File: config.mk
export PLATFORM = sky130hd
export DESIGN_NAME = sha256_msg_schedule
export DESIGN_NICKNAME = d
export VERILOG_FILES = /design/src/rtl/sha256_msg_schedule.sv
export SDC_FILE = /design/constraint.sdc
export NUM_CORES = 1
export LEC_CHECK = 0
export ABC_AREA = 1
export CAP_MARGIN = 10
export CORE_AREA = 2 2 251 253
export DETAILED_ROUTE_END_ITERATION = 10
export DIE_AREA = 0 0 253 255
export PLACE_DENSITY_LB_ADDON = 0.25
export SLEW_MARGIN = 0
export SYNTH_ARGS = -nofsm -noshare
export SYNTH_HDL_FRONTEND = slang
export SYNTH_SLANG_ARGS = --single-unit
File: constraint.sdc
create_clock -name clk -period 9 [get_ports clk]
set_input_delay 1.35 -clock clk [delete_from_list [all_inputs] [get_ports clk]]
set_output_delay 1.35 -clock clk [all_outputs]
set_load 0.05 [all_outputs]
File: src/rtl/sha256_msg_schedule.sv
// SHA-256 message-schedule expander.
//
// Accepts one 512-bit block as 16 big-endian 32-bit words over a
// valid/ready stream. It then emits the schedule words W[0..NUM_WORDS-1],
// one per handshake, to the round engine.
//
// Ports:
//   clk, rst_n          rising-edge clock, asynchronous active-low reset
//   flush               synchronous abort: back to IDLE, window cleared
//   in_valid/in_ready   upstream word handshake; in_word is the message word
//   w_valid/w_ready     downstream schedule word handshake
//   w_data, w_index     schedule word W[t] and its index t
//   w_last              marks t == NUM_WORDS-1
//   busy                high while loading or emitting
//
// Parameter NUM_WORDS (16..64): schedule words emitted per block.
// Optional macro MSGSCHED_BYTESWAP_EN: byte-reverse in_word before storing it
// (little-endian upstream bus).
module sha256_msg_schedule #(
  parameter int unsigned NUM_WORDS = 64
) (
  input  logic        clk,
  input  logic        rst_n,
  input  logic        flush,
  input  logic        in_valid,
  output logic        in_ready,
  input  logic [31:0] in_word,
  output logic        w_valid,
  input  logic        w_ready,
  output logic [31:0] w_data,
  output logic [5:0]  w_index,
  output logic        w_last,
  output logic        busy
);

  typedef enum logic [1:0] {
    S_IDLE,
    S_LOAD,
    S_EMIT
  } state_e;

  localparam logic [5:0] LAST_IDX = 6'(NUM_WORDS - 1);

  state_e      state_q, state_d;
  logic [31:0] win_q [16];
  logic [31:0] win_d [16];
  logic [4:0]  ld_cnt_q, ld_cnt_d;
  logic [5:0]  em_cnt_q, em_cnt_d;
  logic        in_ready_q, in_ready_d;
  logic [31:0] word_in;
  logic [31:0] w_next;

  function automatic logic [31:0] sigma0(input logic [31:0] x);
    return {x[6:0], x[31:7]} ^ {x[17:0], x[31:18]} ^ (x >> 3);
  endfunction

  function automatic logic [31:0] sigma1(input logic [31:0] x);
    return {x[16:0], x[31:17]} ^ {x[18:0], x[31:19]} ^ (x >> 10);
  endfunction

`ifdef MSGSCHED_BYTESWAP_EN
  assign word_in = {in_word[7:0], in_word[15:8], in_word[23:16], in_word[31:24]};
`else
  assign word_in = in_word;
`endif

  // With win[k] = W[t+k], the word entering at win[15] is W[t+16].
  generate
    if (NUM_WORDS > 16) begin : g_expand
      assign w_next = sigma1(win_q[14]) + win_q[9] + sigma0(win_q[1]) + win_q[0];
    end else begin : g_passthru
      assign w_next = '0;
    end
  endgenerate

  always_comb begin
    state_d  = state_q;
    win_d    = win_q;
    ld_cnt_d = ld_cnt_q;
    em_cnt_d = em_cnt_q;
    if (flush) begin
      // Overrides any handshake in the same cycle.
      state_d  = S_IDLE;
      win_d    = '{default: '0};
      ld_cnt_d = '0;
      em_cnt_d = '0;
    end else begin
      case (state_q)
        S_IDLE: begin
          if (in_valid && in_ready_q) begin
            win_d[0] = word_in;
            ld_cnt_d = 5'd1;
            state_d  = S_LOAD;
          end
        end
        S_LOAD: begin
          if (in_valid && in_ready_q) begin
            win_d[ld_cnt_q[3:0]] = word_in;
            if (ld_cnt_q == 5'd15) begin
              ld_cnt_d = '0;
              em_cnt_d = '0;
              state_d  = S_EMIT;
            end else begin
              ld_cnt_d = ld_cnt_q + 5'd1;
            end
          end
        end
        S_EMIT: begin
          if (w_ready) begin
            for (int unsigned i = 0; i < 15; i++) begin
              win_d[i] = win_q[i + 1];
            end
            win_d[15] = w_next;
            if (em_cnt_q == LAST_IDX) begin
              em_cnt_d = '0;
              state_d  = S_IDLE;
            end else begin
              em_cnt_d = em_cnt_q + 6'd1;
            end
          end
        end
        default: state_d = S_IDLE;
      endcase
    end
    // Registered ready: it follows the next state, so it drops on the cycle
    // EMIT is entered and returns on the cycle IDLE is re-entered.
    in_ready_d = (state_d != S_EMIT);
  end

  always_ff @(posedge clk or negedge rst_n) begin
    if (!rst_n) begin
      state_q    <= S_IDLE;
      win_q      <= '{default: '0};
      ld_cnt_q   <= '0;
      em_cnt_q   <= '0;
      in_ready_q <= 1'b0;
    end else begin
      state_q    <= state_d;
      win_q      <= win_d;
      ld_cnt_q   <= ld_cnt_d;
      em_cnt_q   <= em_cnt_d;
      in_ready_q <= in_ready_d;
    end
  end

  assign in_ready = in_ready_q;
  assign w_valid  = (state_q == S_EMIT);
  assign w_data   = win_q[0];
  assign w_index  = em_cnt_q;
  assign w_last   = (state_q == S_EMIT) && (em_cnt_q == LAST_IDX);
  assign busy     = (state_q != S_IDLE);

endmodule

**Run 1: clock nets**

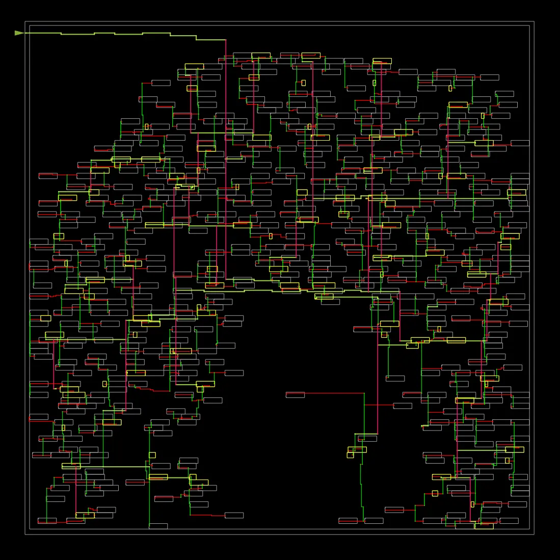
worst skew pair latency: 630 ps
Fin Clk Skew: 23.7 ps

**Run 1: signal wires on met4**

The bar under the picture is 100 um long.
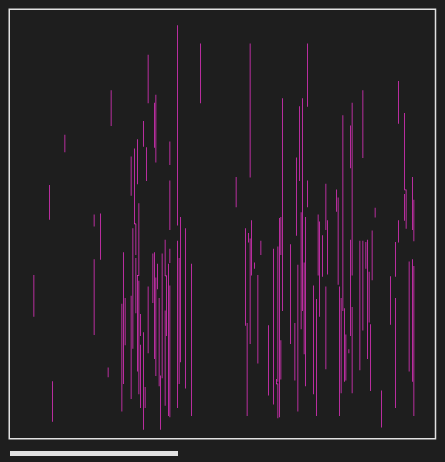
nets with wire on the layer = 89
share of all routed wire = 5.6%
main direction = vertical
longest straight run = 127 um
wire length on this layer = 5810 um
drt total wl: 104000 um
via count: 26970

**Run 1: cell sizes after repair**

The bar under the picture is 100 um long.
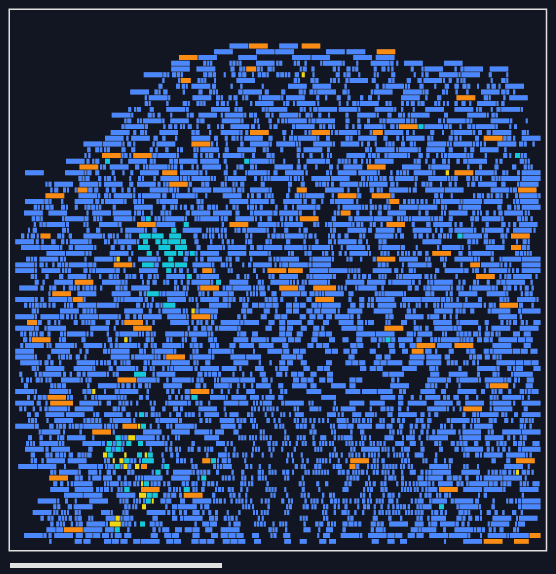
x3 and x4 -> cyan  # cells 63, share 1.6%
x2 -> yellow  # cells 22, share 0.57%
x6 and larger -> orange  # cells 82, share 2.1%
x1 and smaller -> blue  # cells 3674, share 96%

==> impl_metrics.env, run 1 <==
# source this file to load flow results
export IMPL_status="finished, final reports clean"
export IMPL_wl_per_cell_um=22.4
export IMPL_yosysMostFrequentCell="nand2_1"
export IMPL_clock_sinks=526
export IMPL_cts_buffers=57
export IMPL_critical_path_required_ps=9470
export IMPL_rsz0062_at_grt="false"
export IMPL_first_pass_iters=8
export IMPL_clkTransAtPathRegs_ps=60
export IMPL_synth_cells=3905
export IMPL_postCtsSetupRepairBufs=0
export IMPL_grtUsageTotal_pct=32.3
export IMPL_worstPathArrival_ps=5100
export IMPL_worst_slew_pin_slew_ps=1220
export IMPL_ys_chip_area_um2=30500
export IMPL_synth_seq_area_share_pct=43.1
export IMPL_port_buffers=78
export IMPL_post_place_ws_ps=4270
export IMPL_core_rowCount=92
export IMPL_detailed_place_area_um2=31500
export IMPL_setup_viol=0
export IMPL_globalRoute_totalOverflow=0
export IMPL_final_antenna_net_count=0
export IMPL_utilization_pct=53.6
export IMPL_worstHoldPathCells=2
export IMPL_design_core_area_um2=62200
export IMPL_finalCritPeriodShare_pct=51.4
export IMPL_synthesis_area_um2=30500
export IMPL_grt_max_degree=241
export IMPL_r2r_start="win_q[43]"
export IMPL_insertedDiodeCount=0
export IMPL_yosysWarnings=0
export IMPL_p_leak_nw=13.9
export IMPL_cp_max_fo=4
export IMPL_root_buffer="clkbuf_16"
export IMPL_ys_types=36
export IMPL_setup_ws_ps=4370
export IMPL_drc=0
export IMPL_io_pins=79
export IMPL_top_cells_by_area="dfrtp_1 43%, nand2_1 9.9%, o22ai_1 9.0%, o21ai_0 8.8%, inv_1 8.7%"
export IMPL_hold_viol_final=0
export IMPL_async_reset_ff_share_pct=100
export IMPL_warnings=42
export IMPL_areaGrowthSynthToFinish_pct=9.24
export IMPL_die_area_um2=64500
==> run 1: worst max-delay path by stage <==
| stage | depth (start not counted) | endpoint | start |
|---|---|---|---|
| 6_report | 18 | win_q[17] | win_q[43] |
| 5_1_grt | 18 | win_q[17] | win_q[43] |
| 4_1_cts | 18 | win_q[17] | win_q[43] |
| 3_5_place_dp | 9 | win_q[293] | flush |
| 3_3_place_gp | 9 | win_q[291] | flush |
| 2_1_floorplan | 5 | w_last | state_q[0] |
==> run 1: power breakdown <==
part | total [mW] | switching (mW) | internal [mW]
Clock | 2.37 | 1.02 | 1.36
Sequential | 2.48 | 0.0736 | 2.41
Combinational | 1.28 | 0.911 | 0.367
==> run 1: layout make-up <==
type	instances	area, um2	area share, %
Clock buffer	87	1690	5.07
Clock inverter	18	189	0.567
Inverter	715	2690	8.07
Multi-Input combinational cell	2371	13400	40.3
Sequential cell	526	13200	39.5
Tap cell	799	1000	3.00
Timing Repair Buffer	124	1170	3.51
==> run 1: per-stage QoR <==
stage	cells	total power, mW
2_1_floorplan	3905	3.35
3_3_place_gp	4535	3.78
3_5_place_dp	4535	3.78
4_1_cts	4640	6.15
5_1_grt	4640	6.38
6_report	4640	6.14
==> run 1: critical path: stages, from the launching register on <==
cell,delay [ps]
dfrtp_1,470
xnor2_1,200
xor2_1,430
fa_1,510
fa_1,440
inv_1,70
ha_1,270
inv_1,100
fa_1,460
inv_1,120
nand3_1,80
nand3_1,160
nand2_1,120
nand2_1,120
nand3_1,110
nand3_1,90
nand2_1,50
o21ai_0,580
nand2_1,100
==> run 1: kinds of logic (layout without fill, tap and decap cells) <==
family          after synthesis  in the layout  synth area share (%)
compound gates             1177           1177                  22.1
fa+ha+maj                   102            102                  5.71
flops                       526            526                  43.1
simple gates                965            965                  12.3
xor+xnor                    127            127                  3.65
buf+inv                    1008            944                  13.1
==> run 1: metal layers <==
layer / up-vias / part of all wire (%) / GRT usage (%) / wire length, um
met3: 270 / 7.6 / 4.54 / 7880
met4: 2 / 5.6 / 15.8 / 5810
met2: 1025 / 45 / 50.2 / 46500
met1: 13200 / 42 / 44.5 / 43800
met5: - / 0.013 / 0 / 14
li1: 12473 / - / - / -
==> run 1: sequential cells by signal (all words and copies together) (netlist names) <==
signal	cells
in_ready	1
ld_cnt_q	5
state_q	2
w_data	32
w_index	6
win_q	480
==> run 1: cell usage in the layout, fill, tap and decap left out, types with 2 or more instances in the layout <==
cell and n:
clkinv_2 7, bufinv_16 2, fa_1 62, clkbuf_8 13
a211oi_1 2, nand3b_1 2, dfrtp_1 526, clkinvlp_4 3
o21ai_1 23, ha_1 39, o22ai_1 439, clkinv_4 2
xor2_1 64, nand3_1 83, o211ai_1 64, nor3_1 6
nor2_1 57, inv_2 6, clkbuf_1 16, o21ai_0 536
inv_1 707, a31oi_1 7, clkbuf_16 58, a21oi_1 85
nand2_1 805, nor2_2 3, nand4_1 3, buf_12 3
o21bai_1 2, nand2_2 2, buf_4 43, inv_6 2
xnor2_1 63, a21oi_4 14, clkdlybuf4s50_1 77
==> inputs of run 2 (changes only) <==
clock period = 3.8 ns   (was 9 ns; I/O delays follow)
==> run 2 against run 1 <==
Critical path depth decreased by 1. Global-route usage fell by 0.61 points. Cell count is 1.3% higher. Flip-flop count unchanged. Combinational power grew 140%. Largest power group is now the clock network. Clock skew is 53 ps higher. Synthesized cell count unchanged. Highest routed layer is now met4. Sequential power rose by 140%. Register-to-register slack lost 4300 ps. Critical path type unchanged. Maximum frequency up 25%.
==> impl_metrics.env, run 2 <==
# source this file to load flow results
export IMPL_status="finished, final reports clean"
export IMPL_drc=0
export IMPL_setup_viol=0
export IMPL_yosysWarnings=0
export IMPL_postCtsSetupRepairBufs=0
export IMPL_cp_max_fo=6
export IMPL_final_antenna_net_count=0
export IMPL_post_place_cells=4592
export IMPL_async_reset_ff_share_pct=100
export IMPL_finalCritPeriodShare_pct=97.6
export IMPL_hold_viol_final=0
export IMPL_first_pass_iters=6
export IMPL_setup_ws_ps=92.8
export IMPL_port_buffers=78
export IMPL_grt_max_degree=83
export IMPL_crit_path_cell_trace="xnor2_1 > xor2_1 > fa_1 > fa_1 > inv_1 > ha_2 > nand2_1 > nand2_1 > nand2_1 > nand2_1 > nand2_1 > nand3b_1 > nand2_1 > nand3_1 > nand3_1 > nand2_1 > nand2_1"
export IMPL_ys_types=36
export IMPL_design_core_area_um2=62200
export IMPL_io_pins=79
export IMPL_yosysMostFrequentCell="nand2_1"
export IMPL_die_area_um2=64500
export IMPL_crit_family="adder cells"
export IMPL_rsz0062_at_grt="false"
export IMPL_detailed_place_area_um2=32100
export IMPL_p_leak_nw=14.4
run 2: cell families (layout without fill, tap and decap cells):
| logic type | Yosys count | after routing | share of synthesized area, % |
|---|---|---|---|
| AOI/OAI and AO/OA | 1177 | 1177 | 22.1 |
| buffers and inverters | 1008 | 1006 | 13.1 |
| adders and majority gates | 102 | 102 | 5.71 |
| xor gates and xnor gates | 127 | 127 | 3.65 |
| and+or+nand+nor | 965 | 965 | 12.3 |
| DFF | 526 | 526 | 43.1 |
run 2: worst max path at each step:
stage / to / slack (ps) / depth (start not counted)
after CTS: win_q[30] / 130 / 17
after floorplan: win_q[17] / 500 / 18
after global routing: win_q[17] / 2 / 19
after detailed placement: win_q[23] / 150 / 17
after global placement: win_q[31] / 160 / 17
final: win_q[26] / 90 / 17
run 2: repair_timing:
action,in CTS,in global routing
hold endpoints to repair,73,0
endpoints found under the setup margin,0,16
hold buffers,1,0
gates resized,0,14
run 2: power by group:
group	total [mW]	internal, mW	leakage [nW]	switching [mW]
clock network	6.33	3.79	1.06	2.54
registers	5.87	5.71	7.29	0.163
logic	3.10	0.920	6.07	2.18
run 2: per-layer routing:
layer	up-vias	track usage, %	part of all wire, %
met2	1106	50.0	45
met5	-	0	0
met3	233	5.07	8.0
met1	13187	43.0	42
met4	0	14.6	5.0
li1	12596	-	-
run 2: layout make-up:
cell class	count	area (um2)	area share [%]
Timing Repair Buffer	182	1820	5.30
Clock buffer	84	1730	5.04
Tap cell	799	1000	2.91
Inverter	715	2690	7.84
Sequential cell	526	13200	38.3
Multi-Input combinational cell	2371	13500	39.3
Clock inverter	25	435	1.27
run 2: worst min-delay path, stage by stage, from the launching register on:
cell,delay [ps]
dfrtp_1,350
nand2_1,50
nand2_1,50
**Run 2: clock nets**

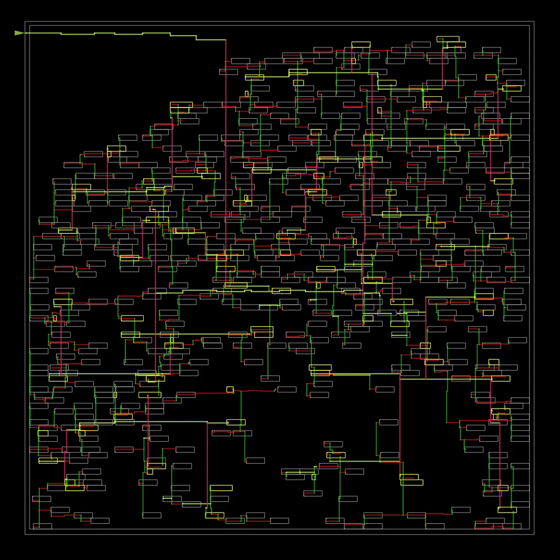
CTS Sinks: 526
cts bufs inserted: 58
flop count: 526
worst skew pair latency: 670 ps
Power Clock: 6.33 mW

**Run 2: signal wires on met4**

The bar under the picture is 100 um long.
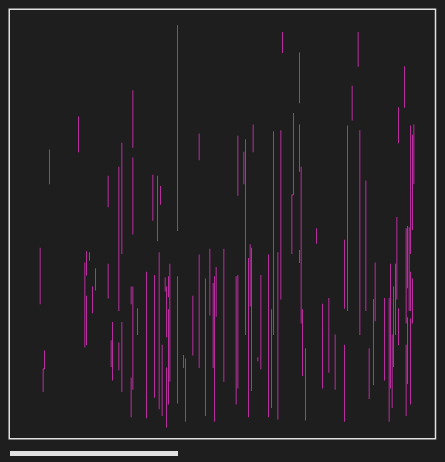
nets with wire on the layer = 85
main direction = vertical
longest straight run = 122 um
drt total wl: 102000 um
via count: 27122

Power figures rest on the tool's default switching activity, not on a simulated workload.
